<file path="src/rtl/dcache_port_unit.sv">
// dcache_port_unit: issues tagged load reads, tracks them until their responses return, and drains
// committed stores to the data cache in FIFO order. Define STORE_FWD_EN for store-to-load forwarding.
module dcache_port_unit #(
  parameter int LQ_ENTRIES = 8,
  parameter int SQ_DEPTH   = 4,
  localparam int LQW = $clog2(LQ_ENTRIES),
  localparam int SQW = $clog2(SQ_DEPTH)
) (
  input  logic           CLK,
  input  logic           nRST,
  input  logic           ld_req_valid,
  output logic           ld_req_ready,
  input  logic [LQW-1:0] ld_req_LQ_index,
  input  logic [13:0]    ld_req_addr,
  output logic           ld_done_valid,
  output logic [LQW-1:0] ld_done_LQ_index,
  output logic [31:0]    ld_done_data,
  output logic           ld_done_inv,
  input  logic           st_commit_valid,
  output logic           st_commit_ready,
  input  logic [13:0]    st_commit_addr,
  input  logic [31:0]    st_commit_data,
  output logic           dcache_read_req_valid,
  output logic [LQW-1:0] dcache_read_req_LQ_index,
  output logic [13:0]    dcache_read_req_addr,
  input  logic           dcache_read_req_blocked,
  input  logic           dcache_read_resp_valid,
  input  logic [LQW-1:0] dcache_read_resp_LQ_index,
  input  logic [31:0]    dcache_read_resp_data,
  output logic           dcache_write_req_valid,
  output logic [13:0]    dcache_write_req_addr,
  output logic [31:0]    dcache_write_req_data,
  input  logic           dcache_write_req_blocked,
  input  logic           dcache_inv_valid,
  input  logic [12:0]    dcache_inv_block_addr,
  output logic           sq_empty,
  output logic           protocol_error
);

  logic [LQ_ENTRIES-1:0] tbl_valid;
  logic [LQ_ENTRIES-1:0] tbl_inv;
  logic [LQ_ENTRIES-1:0] inv_hit;
  logic [12:0]           tbl_blk [LQ_ENTRIES];

  logic [SQW:0]          head;
  logic [SQW:0]          tail;
  logic [SQW-1:0]        head_slot;
  logic [SQW-1:0]        tail_slot;
  logic [SQ_DEPTH-1:0]   sq_vld;
  logic [13:0]           sq_addr [SQ_DEPTH];
  logic [31:0]           sq_data [SQ_DEPTH];

  logic sq_full;
  logic enq;
  logic deq;
  logic buf_match;
  logic ld_accept;
  logic issue;
  logic resp_hit;
  logic dup_load;

  assign head_slot       = head[SQW-1:0];
  assign tail_slot       = tail[SQW-1:0];
  assign sq_empty        = (head == tail);
  assign sq_full         = (head_slot == tail_slot) && (head[SQW] != tail[SQW]);
  assign st_commit_ready = ~sq_full;
  assign enq             = st_commit_valid & ~sq_full;
  assign deq             = ~sq_empty & ~dcache_write_req_blocked;

  assign dcache_write_req_valid = ~sq_empty;
  assign dcache_write_req_addr  = sq_empty ? 14'd0 : sq_addr[head_slot];
  assign dcache_write_req_data  = sq_empty ? 32'd0 : sq_data[head_slot];

`ifdef STORE_FWD_EN
  logic           fwd_valid;
  logic [LQW-1:0] fwd_idx;
  logic [31:0]    fwd_data;
  logic [31:0]    fwd_sel_data;
  logic [SQW-1:0] slot;

  // Walk the buffer oldest to youngest so the last hit is the youngest store; a same-cycle commit is younger still.
  always_comb begin
    buf_match    = 1'b0;
    fwd_sel_data = 32'd0;
    slot         = head_slot;
    for (int k = 0; k < SQ_DEPTH; k++) begin
      slot = head_slot + SQW'(k);
      if (sq_vld[slot] && (sq_addr[slot] == ld_req_addr)) begin
        buf_match    = 1'b1;
        fwd_sel_data = sq_data[slot];
      end
    end
    if (enq && (st_commit_addr == ld_req_addr)) begin
      buf_match    = 1'b1;
      fwd_sel_data = st_commit_data;
    end
  end

  assign ld_req_ready = ~nRST & ~dcache_read_req_blocked & ~fwd_valid;
  assign issue        = ld_accept & ~buf_match;

  always_ff @(posedge CLK or posedge nRST) begin
    if (nRST) begin
      fwd_valid <= 1'b0;
      fwd_idx   <= '0;
      fwd_data  <= 32'd0;
    end else if (ld_accept && buf_match) begin
      fwd_valid <= 1'b1;
      fwd_idx   <= ld_req_LQ_index;
      fwd_data  <= fwd_sel_data;
    end else if (fwd_valid && !resp_hit) begin
      fwd_valid <= 1'b0;
    end
  end
`else
  // Any buffered or same-cycle store to the load address holds the load off until it has drained.
  always_comb begin
    buf_match = 1'b0;
    for (int i = 0; i < SQ_DEPTH; i++) begin
      if (sq_vld[i] && (sq_addr[i] == ld_req_addr)) begin
        buf_match = 1'b1;
      end
    end
    if (enq && (st_commit_addr == ld_req_addr)) begin
      buf_match = 1'b1;
    end
  end

  assign ld_req_ready = ~nRST & ~dcache_read_req_blocked & ~buf_match;
  assign issue        = ld_accept;
`endif

  assign ld_accept = ld_req_valid & ld_req_ready;
  assign resp_hit  = dcache_read_resp_valid & tbl_valid[dcache_read_resp_LQ_index];
  assign dup_load  = ld_accept & tbl_valid[ld_req_LQ_index] &
                     ~(resp_hit & (dcache_read_resp_LQ_index == ld_req_LQ_index));

  assign dcache_read_req_valid    = issue;
  assign dcache_read_req_LQ_index = issue ? ld_req_LQ_index : '0;
  assign dcache_read_req_addr     = issue ? ld_req_addr : 14'd0;

  always_comb begin
    inv_hit = '0;
    for (int i = 0; i < LQ_ENTRIES; i++) begin
      inv_hit[i] = dcache_inv_valid & tbl_valid[i] & (tbl_blk[i] == dcache_inv_block_addr);
    end
  end

  // A cache response always wins the completion port; a forwarded result waits behind it.
  always_comb begin
    ld_done_valid    = 1'b0;
    ld_done_LQ_index = '0;
    ld_done_data     = 32'd0;
    ld_done_inv      = 1'b0;
    if (resp_hit) begin
      ld_done_valid    = 1'b1;
      ld_done_LQ_index = dcache_read_resp_LQ_index;
      ld_done_data     = dcache_read_resp_data;
      ld_done_inv      = tbl_inv[dcache_read_resp_LQ_index] | inv_hit[dcache_read_resp_LQ_index];
    end
`ifdef STORE_FWD_EN
    else if (fwd_valid) begin
      ld_done_valid    = 1'b1;
      ld_done_LQ_index = fwd_idx;
      ld_done_data     = fwd_data;
    end
`endif
  end

  always_ff @(posedge CLK or posedge nRST) begin
    if (nRST) begin
      tbl_valid <= '0;
      tbl_inv   <= '0;
      for (int i = 0; i < LQ_ENTRIES; i++) begin
        tbl_blk[i] <= 13'd0;
      end
    end else begin
      for (int i = 0; i < LQ_ENTRIES; i++) begin
        if (issue && (ld_req_LQ_index == LQW'(i))) begin
          tbl_valid[i] <= 1'b1;
          tbl_blk[i]   <= ld_req_addr[13:1];
          tbl_inv[i]   <= 1'b0;
        end else if (resp_hit && (dcache_read_resp_LQ_index == LQW'(i))) begin
          tbl_valid[i] <= 1'b0;
          tbl_inv[i]   <= 1'b0;
        end else if (inv_hit[i]) begin
          tbl_inv[i]   <= 1'b1;
        end
      end
    end
  end

  always_ff @(posedge CLK or posedge nRST) begin
    if (nRST) begin
      protocol_error <= 1'b0;
    end else if (dup_load || (dcache_read_resp_valid && !resp_hit)) begin
      protocol_error <= 1'b1;
    end
  end

  always_ff @(posedge CLK or posedge nRST) begin
    if (nRST) begin
      head   <= '0;
      tail   <= '0;
      sq_vld <= '0;
    end else begin
      if (enq) begin
        sq_vld[tail_slot] <= 1'b1;
        tail              <= tail + 1'b1;
      end
      if (deq) begin
        sq_vld[head_slot] <= 1'b0;
        head              <= head + 1'b1;
      end
    end
  end

  always_ff @(posedge CLK) begin
    if (enq) begin
      sq_addr[tail_slot] <= st_commit_addr;
      sq_data[tail_slot] <= st_commit_data;
    end
  end

endmodule

</file>
<file path="config.mk">
export PLATFORM = sky130hd
export DESIGN_NAME = dcache_port_unit
export DESIGN_NICKNAME = d
export VERILOG_FILES = /design/src/rtl/dcache_port_unit.sv
export SDC_FILE = /design/constraint.sdc
export NUM_CORES = 1
export LEC_CHECK = 0
export CAP_MARGIN = 20
export CORE_UTILIZATION = 45
export CTS_CLUSTER_DIAMETER = 150
export DETAILED_ROUTE_END_ITERATION = 8
export GPL_TIMING_DRIVEN = 0
export PLACE_DENSITY = 0.78
export SLEW_MARGIN = 20
export SYNTH_ARGS = -nofsm -noshare
export SYNTH_HDL_FRONTEND = slang
export SYNTH_SLANG_ARGS = --single-unit
</file>
<file path="constraint.sdc">
create_clock -name CLK -period 4.2 [get_ports CLK]
set_input_delay 0.42 -clock CLK [delete_from_list [all_inputs] [get_ports CLK]]
set_output_delay 0.42 -clock CLK [all_outputs]
set_load 0.005 [all_outputs]
</file>
**Run 1: cell outlines without signal wires**

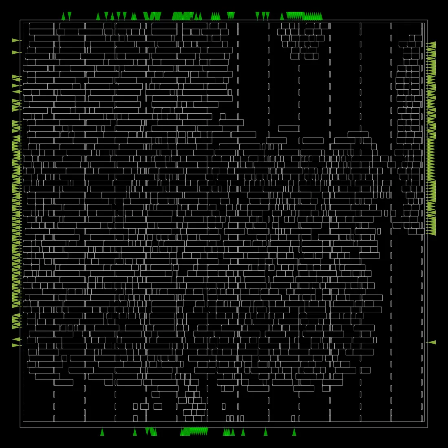
fillcell total: 2,514
Placeable Area: 32,500 sq um
Seq cells: 315
row count: 66
Finished Layout Cells: 1,718

**Run 1: sequential cells coloured by netlist name**

Other sequential cells in the stronger grey, the rest of the logic in the fainter grey.
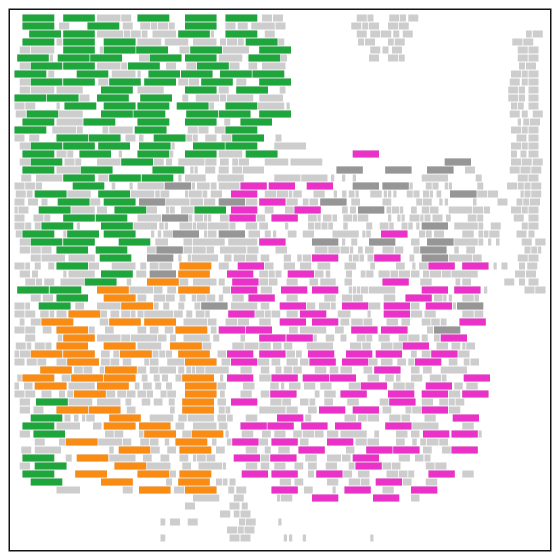
netlist name	colour	placed flops
sq_data	green	128
sq_addr	orange	56
tbl_blk	magenta	104
not coloured	27
seq pwr: 0.00437 W
fin util: 57.3%

**Run 1: signal wires on met2**

Scale bar: 50 um.
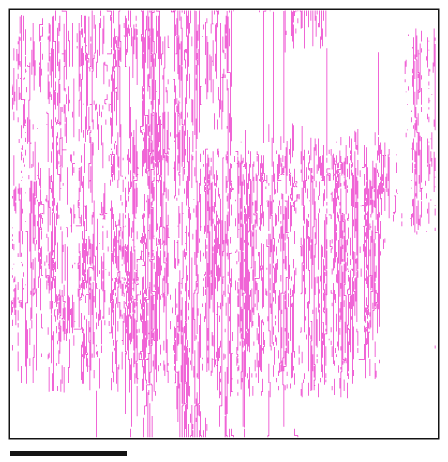
nets with wire on the layer	1,236
longest straight run	79.5 um
main direction	vertical
routed via count: 9,311
final WL: 37.8 mm

[run 1: per-layer routing]
metal	global-route usage (%)	vias up	share of wire, %
met5	0	-	0.071
met4	6.77	4	2.4
met3	4.95	68	7.8
met2	38.0	400	49
met1	29.0	4690	40
li1	-	4149	-
[run 1: cell usage in the layout, fill, tap and decap left out, types with 6 or more instances in the layout]
cell             netlist  layout
clkbuf_1              37      47
and2_1                53      54
dfrtp_1              131     131
and3_1                12       7
nand3_1               19      19
o21ai_0                8       8
nor2_1                12      12
ha_1                   8       8
buf_4                  2       6
nand2_1               20      20
nor4_1                18      18
clkinv_2               0       6
nor2b_1               51      51
mux2_2               104     104
inv_1                  7       6
edfxtp_1             184     184
nand4_1               35      35
xor2_1                30      30
buf_2                 31      31
mux4_2                50      50
xnor2_1              153     153
clkbuf_16              0      35
clkdlybuf4s50_1        0     192
[run 1: cell type report]
cell class              instances  share of cell area (%)
flip-flops and latches        315                    47.3
diodes                          1                  0.0134
clock buffers                  48                    5.08
inverters                       7                   0.182
plain buffers                  77                    1.86
repair buffers                201                    11.1
multi-input cells             612                    30.6
well taps                     442                    2.97
clock inverters                15                   0.888
[run 1: sequential cells by signal (all words and copies together) (netlist names)]
name and count:
head 3, protocol_error 1, sq_addr 56, sq_data 128, sq_vld 4, tail 3
tbl_blk 104, tbl_inv 8, tbl_valid 8
[run 1: metrics by stage]
stage / utilization [%] / total power (W) / TNS (ns) / cells
2_1_floorplan: - / 0.00647 / 0 / 1012
3_3_place_gp: 53.4 / 0.00826 / -220.38 / 1646
3_5_place_dp: 53.8 / 0.00837 / -3.37 / 1651
4_1_cts: 57.2 / 0.0114 / 0 / 1714
5_1_grt: 57.3 / 0.0118 / 0 / 1718
6_report: 57.3 / 0.0113 / 0 / 1718
[run 1: worst max-delay path, cell delays in order (launching register included)]
cell and delay, ns:
dfrtp_1 0.43, xnor2_1 0.25, nand3_1 0.22, and2_1 0.32
a2111oi_4 0.54, and3_4 0.32, buf_2 0.23, and2_1 0.23
clkdlybuf4s50_1 0.53
[run 1: kinds of logic after synthesis]
kind of cell,synth area share [%]
AND-OR/OR-AND,1.37
XOR/XNOR,10.8
adder cells (fa/ha/maj),0.675
buffers and inverters,2.46
flip-flops,59.3
multiplexers,15.5
AND/OR/NAND/NOR,9.82
[run 1: power by group through the flow]
stage | Sequential (W) | Clock (W) | Combinational (W)
detailed placement | 0.00441 | 0 | 0.00396
finish | 0.00437 | 0.00296 | 0.00399
CTS | 0.00436 | 0.00300 | 0.00403
global placement | 0.00441 | 0 | 0.00385
floorplan | 0.00433 | 0 | 0.00215
global route | 0.00443 | 0.00313 | 0.00427
[run 1: worst max path at each step]
| stage | from | endpoint | slack [ns] |
|---|---|---|---|
| after floorplan | nRST | head[0] | 0.28 |
| after global placement | nRST | tbl_blk[84] | -1.67 |
| after detailed placement | ld_req_addr[3] | dcache_read_req_addr[9] | -0.38 |
| after CTS | head[0] | dcache_write_req_data[17] | 0.01 |
| after global routing | head[1] | dcache_read_req_addr[9] | 0.06 |
| final | tail[1] | dcache_read_req_addr[9] | 0.19 |
==> run notes, run 1 <==
flow finished, numbers: status=finished, final reports clean, Post-synth EDFFs=184, Die Footprint=33,700 sq um, GRT Util Overall=22.5%, Synth-to-Final Area Change=25.4%, sw frac=29.9%, TritonCTS clock tree=built, Synth Flop Type=edfxtp_1, fmax=about 0.25 GHz, crit path kind=register to output pin, register share after synthesis=just under 60%, OpenROAD warning count=34, Sequential Area=between 8000 and 9000 sq um, Finished Cell Area=18,600 sq um, Pint=0.00793 W, CTS buffer count=35, fin crit period=between 4 and 5 ns, Worst-Margin Slew=0.953 ns, Startpoint Class=register, Worst R2R Path Depth=8, Core Util at FP=45.7%, Chip Area, Yosys=14,800 sq um, largest net degree at the start of global routing=108, PortBufs=192, Yosys reg bits=roughly 320, Worst Hold Class=input pin to asynchronous set/reset pin, worst slack, placed=-0.383 ns, CTS root buffer=clkbuf_16, DR DRC count=0, reg2reg start=tail[1], FF-to-FF End=tbl_blk[94], layout cells sized above 1=21.0%, Die X=~180 um, post-layout net count=around 1,400, Leak=6.85 nW, Mapped Area=14,800 sq um, CP arrival=3.59 ns, post-synthesis cell count=1,012, htree depth=2, insertion delay at the late pin of the worst-skew pair=0.53 ns, clk buf depth=3, number of max-cap violations=0, Post-synth ARST share=slightly above 40%, CTS clock-pin slew for the worst setup and hold paths=~0.06 ns, comb. cell area=between 5000 and 6000 sq um, most frequent cell after synthesis=edfxtp_1, area share, top type=37.2%, Slew headroom=36.5%, routed vias/inst=5.42, WHS=0.356 ns, Overflow after GRT=0, mean area per synthesized cell=14.7 sq um, clk sinks=315, wire per inst=22.0 um, Final Max Slew Viols=0, Tcrit/Tclk final=a little over nine tenths, Switch Pwr=between 0.003 and 0.004 W, First-pass DRT Iterations=5, Hold Violations, Final=0, worst vdd ir=0.500 mV, Placer Congestion=between 0.8 and 0.9, Clk pwr share=26.1%, Cell Type Count=between 40 and 50, FF-to-FF setup slack=1.07 ns, CP endpoint kind=output pin, top post-synthesis cells by area=edfxtp_1 (37%), dfrtp_1 (22%), xnor2_1 (9.0%), mux2_2 (7.9%), mux4_2 (7.6%), dominant cell type by area after synthesis=edfxtp_1, Syn. warnings=0, sequential share of power=38.6%, global-route wire length before repair=56.4 mm, initial DRC count=715, post-detail-place hpwl=25.8 mm, vias in the first global route=about 9,600, Post-CTS Setup Bufs=1, required time of the critical path=3.78 ns, DP Area=between 15,000 and 20,000 sq um, Final WS setup=0.186 ns, Comb power frac=35.3%, Syn Nets=1,139, Resized Gates After CTS=2, Commonest cells post-synth=edfxtp_1 (184), xnor2_1 (153), dfrtp_1 (131), ys cells=1,012, Power Density=608 nW/um^2, CP max FO=10, IO Pins=225, antenna viol nets, final=0, initial antenna violation count=3, hold-fix buffers at CTS=0, RSZ-0062 raised after global routing=false, die span in y=184 um, clock skew=approximately 0.037 ns, final tally of setup violations=0
**Run 1: wires at chosen ports, followed through buffers**

Scale bar: 50 um.
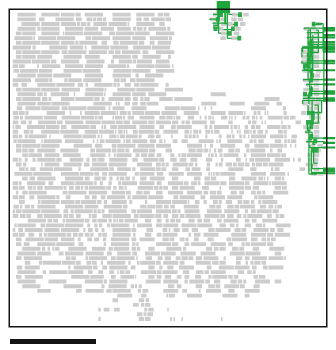

--- run 2 (diff from run 1) ---
--- a/config.mk
+++ b/config.mk
@@ -10,7 +10,7 @@
 export CTS_CLUSTER_DIAMETER = 150
 export DETAILED_ROUTE_END_ITERATION = 8
 export GPL_TIMING_DRIVEN = 0
-export PLACE_DENSITY = 0.78
+export PLACE_DENSITY = 0.68
 export SLEW_MARGIN = 20
 export SYNTH_ARGS = -nofsm -noshare
 export SYNTH_HDL_FRONTEND = slang
**Run 2: wires at chosen ports, followed through buffers**

Scale bar: 50 um.
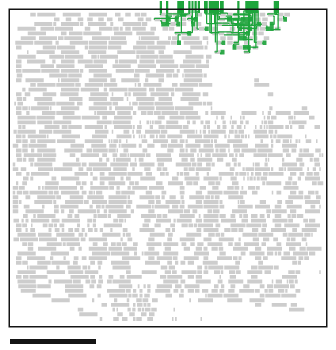
port	colour	bits	direction	edge	end cells	buffers	wire
dcache_read_resp_data	green	32	input	top	32	32	678 um
IO Pins: 225
PortBufs: 192

**Run 2: cell outlines without signal wires**

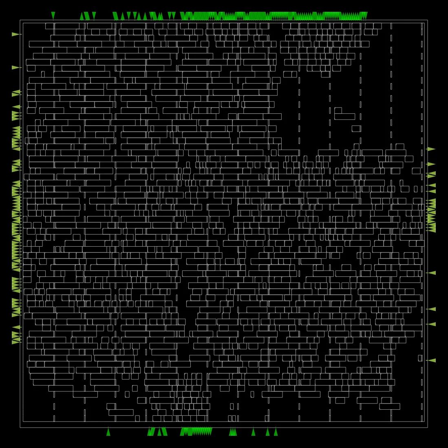
fillcell total: 2,635
Seq/total area: 47.4%

==> run 2 against run 1 <==
Die size did not move. Largest cell class unchanged. Global-route usage increased by 0.26 points. Cell area is 0.19% lower. First-iteration DRC count is 24% lower. Total power down 0.75%. Critical path type unchanged.
==> run notes, run 2 <==
flow finished, numbers: biggest regs=sq_data: 128 flops, tbl_blk: 104 flops, sq_addr: 56 flops, Mapped Area=14,800 sq um (unchanged), critical path, cell by cell=xnor2_1, nand3_1, and2_1, a2111oi_4, buf_4, and3_4, buf_2, and2_1, clkdlybuf4s50_1, Die Footprint=33,700 sq um (unchanged), top logic cell by instance count in the layout=clkdlybuf4s50_1, Synth Flop Type=edfxtp_1, vias in the first global route=9,496 (-0.81%), CTS root buffer=clkbuf_16, wire per inst=21.9 um (-0.49%), die span in y=184 um (unchanged), CP endpoint kind=output pin, Final WS setup=0.323 ns (+0.137 ns), CTS buffer count=35 (unchanged), sw frac=29.8% (-0.075 points), Yosys reg bits=315 (unchanged), final tally of setup violations=0 (unchanged), WHS=0.409 ns (+0.0529 ns), initial DRC count=542 (-24%), top post-synthesis cells by area=edfxtp_1 (37%), dfrtp_1 (22%), xnor2_1 (9.0%), mux2_2 (7.9%), mux4_2 (7.6%), fmax=0.258 GHz (+3.5%), Post-synth EDFFs=184 (unchanged), area share, top type=37.2% (unchanged), Finished Layout Cells=1,718 (unchanged), Syn. warnings=0 (unchanged), Final Max Slew Viols=0 (unchanged), CP max FO=10 (unchanged), Core Util at FP=45.7% (unchanged), Synth-to-Final Area Change=25.2%, most frequent cell after synthesis=edfxtp_1, FF-to-FF setup slack=1.22 ns (+0.15 ns), FF-to-FF End=tbl_blk[6], largest reg by FF count=sq_data, First-pass DRT Iterations=5 (unchanged), insertion delay at the late pin of the worst-skew pair=0.52 ns (about the same), Worst Hold Class=input pin to asynchronous set/reset pin, reg2reg start=head[0], TritonCTS clock tree=built, DR DRC count=0 (unchanged), row count=66 (unchanged), post-synthesis cell count=1,012 (unchanged), worst slack, placed=-0.347 ns (+0.0356 ns), Tcrit/Tclk final=92.3% (-3.3 points), Startpoint Class=register, Slew headroom=37.2% (+0.72 points), global-route wire length before repair=56.8 mm (+0.57%), post-layout net count=1,374 (-0.15%), htree depth=2 (unchanged), clk buf depth=3 (unchanged), Commonest cells post-synth=edfxtp_1 (184), xnor2_1 (153), dfrtp_1 (131), CP Launch Point=head[0], Placer Congestion=0.856 (-0.94%), Overflow after GRT=0 (unchanged), post-detail-place hpwl=26.1 mm (+1.1%), antenna viol nets, final=0 (unchanged), Pint=0.00788 W (-0.64%), dominant cell type by area after synthesis=edfxtp_1, initial antenna violation count=2 (-1), most instantiated logic cells after routing=clkdlybuf4s50_1 (192), edfxtp_1 (184), xnor2_1 (153), crit path kind=register to output pin, CTS clock-pin slew for the worst setup and hold paths=0.06 ns (about the same), Chip Area, Yosys=14,800 sq um (unchanged), Comb power frac=35.6% (+0.3 points), GRT Util Overall=22.8% (+0.26 points), mean area per synthesized cell=14.7 sq um (unchanged), worst vdd ir=0.388 mV (-22%), placed cell count=1,651 (unchanged), Top cell by count, worst path=and2_1, crit-path max cell delay=0.50 ns (-0.04 ns), crit path to=dcache_read_req_addr[9], fin crit period=3.88 ns (-0.137 ns), Worst R2R Path Depth=9 (+1), routed vias/inst=5.32 (-1.8%), Cell Type Count=48 (unchanged), largest net degree at the start of global routing=105 (-2.8%), sequential share of power=38.8% (+0.2 points), Hold Violations, Final=0 (unchanged), OpenROAD warning count=35 (+2.9%), CP arrival=3.46 ns (-0.13 ns), PnR Total Power=0.0112 W (-0.75%), Leak=6.82 nW (-0.38%), register share after synthesis=59.3% (unchanged), required time of the critical path=3.78 ns (about the same), RSZ-0062 raised after global routing=false, Worst-Margin Slew=0.942 ns (-0.0108 ns), Post-synth ARST share=41.6% (unchanged), number of max-cap violations=0 (unchanged), Power Density=604 nW/um^2 (-0.56%), Largest register FFs=128 (unchanged), ys cells=1,012 (unchanged), status=finished, final reports clean, CP max-delay cell=clkdlybuf4s50_1, layout cells sized above 1=20.6% (-0.45 points), Die X=184 um (unchanged), Syn Nets=1,139 (unchanged), clk sinks=315 (unchanged), hold-fix buffers at CTS=0 (unchanged), clock skew=0.0168 ns (-0.0197 ns), Switch Pwr=0.00335 W (-1.0%), Placeable Area=32,500 sq um (unchanged)
**Run 2: signal wires on met2**

Scale bar: 50 um.
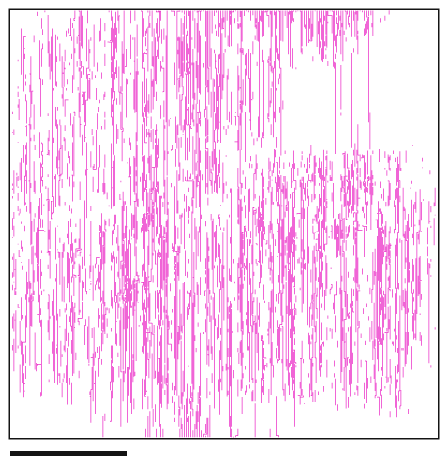
met2 Resource Use GR: 37.3%
final WL: 37.7 mm
routed via count: 9,141

## run 2: cell counts after synthesis
Identical to the previous run, type by type.
## run 2: metal layers
| metal | GRT usage [%] | share of wire, % |
|---|---|---|
| met3 | 3.76 | 5.1 |
| met2 | 37.3 | 48 |
| met1 | 31.1 | 44 |
| met5 | 0 | 0 |
| met4 | 7.30 | 2.7 |
## run 2: cells by family after synthesis
family	Yosys count	share of synthesized area, %
AOI/OAI and AO/OA	25	1.37
xor gates and xnor gates	183	10.8
adders and majority gates	8	0.675
buffers and inverters	85	2.46
DFF	315	59.3
muxes	155	15.5
and+or+nand+nor	241	9.82
## run 2: area by class of cell
type | count | area (sq um) | share of cell area [%]
sequential | 315 | 8800 | 47.4
multi-input combinational | 612 | 5700 | 30.7
timing repair buffer | 199 | 2070 | 11.1
clock buffer | 53 | 1000 | 5.41
tap | 442 | 553 | 2.98
buffer | 77 | 339 | 1.83
clock inverter | 11 | 66.3 | 0.357
inverter | 7 | 33.8 | 0.182
antenna | 2 | 5.00 | 0.0269
## run 2: power groups by stage
| stage | combinational [W] | sequential [W] | clock [W] |
|---|---|---|---|
| 2_1_floorplan | 0.00215 | 0.00433 | 0 |
| 3_3_place_gp | 0.00390 | 0.00442 | 0 |
| 3_5_place_dp | 0.00401 | 0.00441 | 0 |
| 4_1_cts | 0.00406 | 0.00435 | 0.00294 |
| 5_1_grt | 0.00431 | 0.00442 | 0.00306 |
| 6_report | 0.00399 | 0.00435 | 0.00288 |
## run 2: what timing repair did
item / in CTS / in global routing
endpoints found under the setup margin: 18 / 29
pin swaps: 1 / 0
setup buffers: 2 / 0
gates resized: 2 / 8
## run 2: critical path: cells and delay by family, from the launching register on
family                 cells  cell delay, ns
flip-flops                 1            0.43
AND/OR/NAND/NOR            4            1.01
AND-OR/OR-AND              1            0.36
buffers and inverters      3            0.90
XOR/XNOR                   1            0.22
## run 2: worst min-delay path by stage
stage            start        end
5_1_grt           nRST  sq_vld[0]
4_1_cts           nRST  sq_vld[2]
3_5_place_dp   head[2]    head[2]
6_report          nRST  sq_vld[0]
2_1_floorplan  tail[2]    tail[2]
3_3_place_gp   tail[2]    tail[2]
## run 2: through the flow
stage          cell area (sq um)  setup TNS (ns)  utilization (%)
3_3_place_gp               17300         -250.18             53.4
4_1_cts                    18600               0             57.2
3_5_place_dp               17500           -4.32             53.8
2_1_floorplan              14800               0                -
5_1_grt                    18600               0             57.2
6_report                   18600               0             57.2
Power figures rest on the tool's default switching activity, not on a simulated workload.
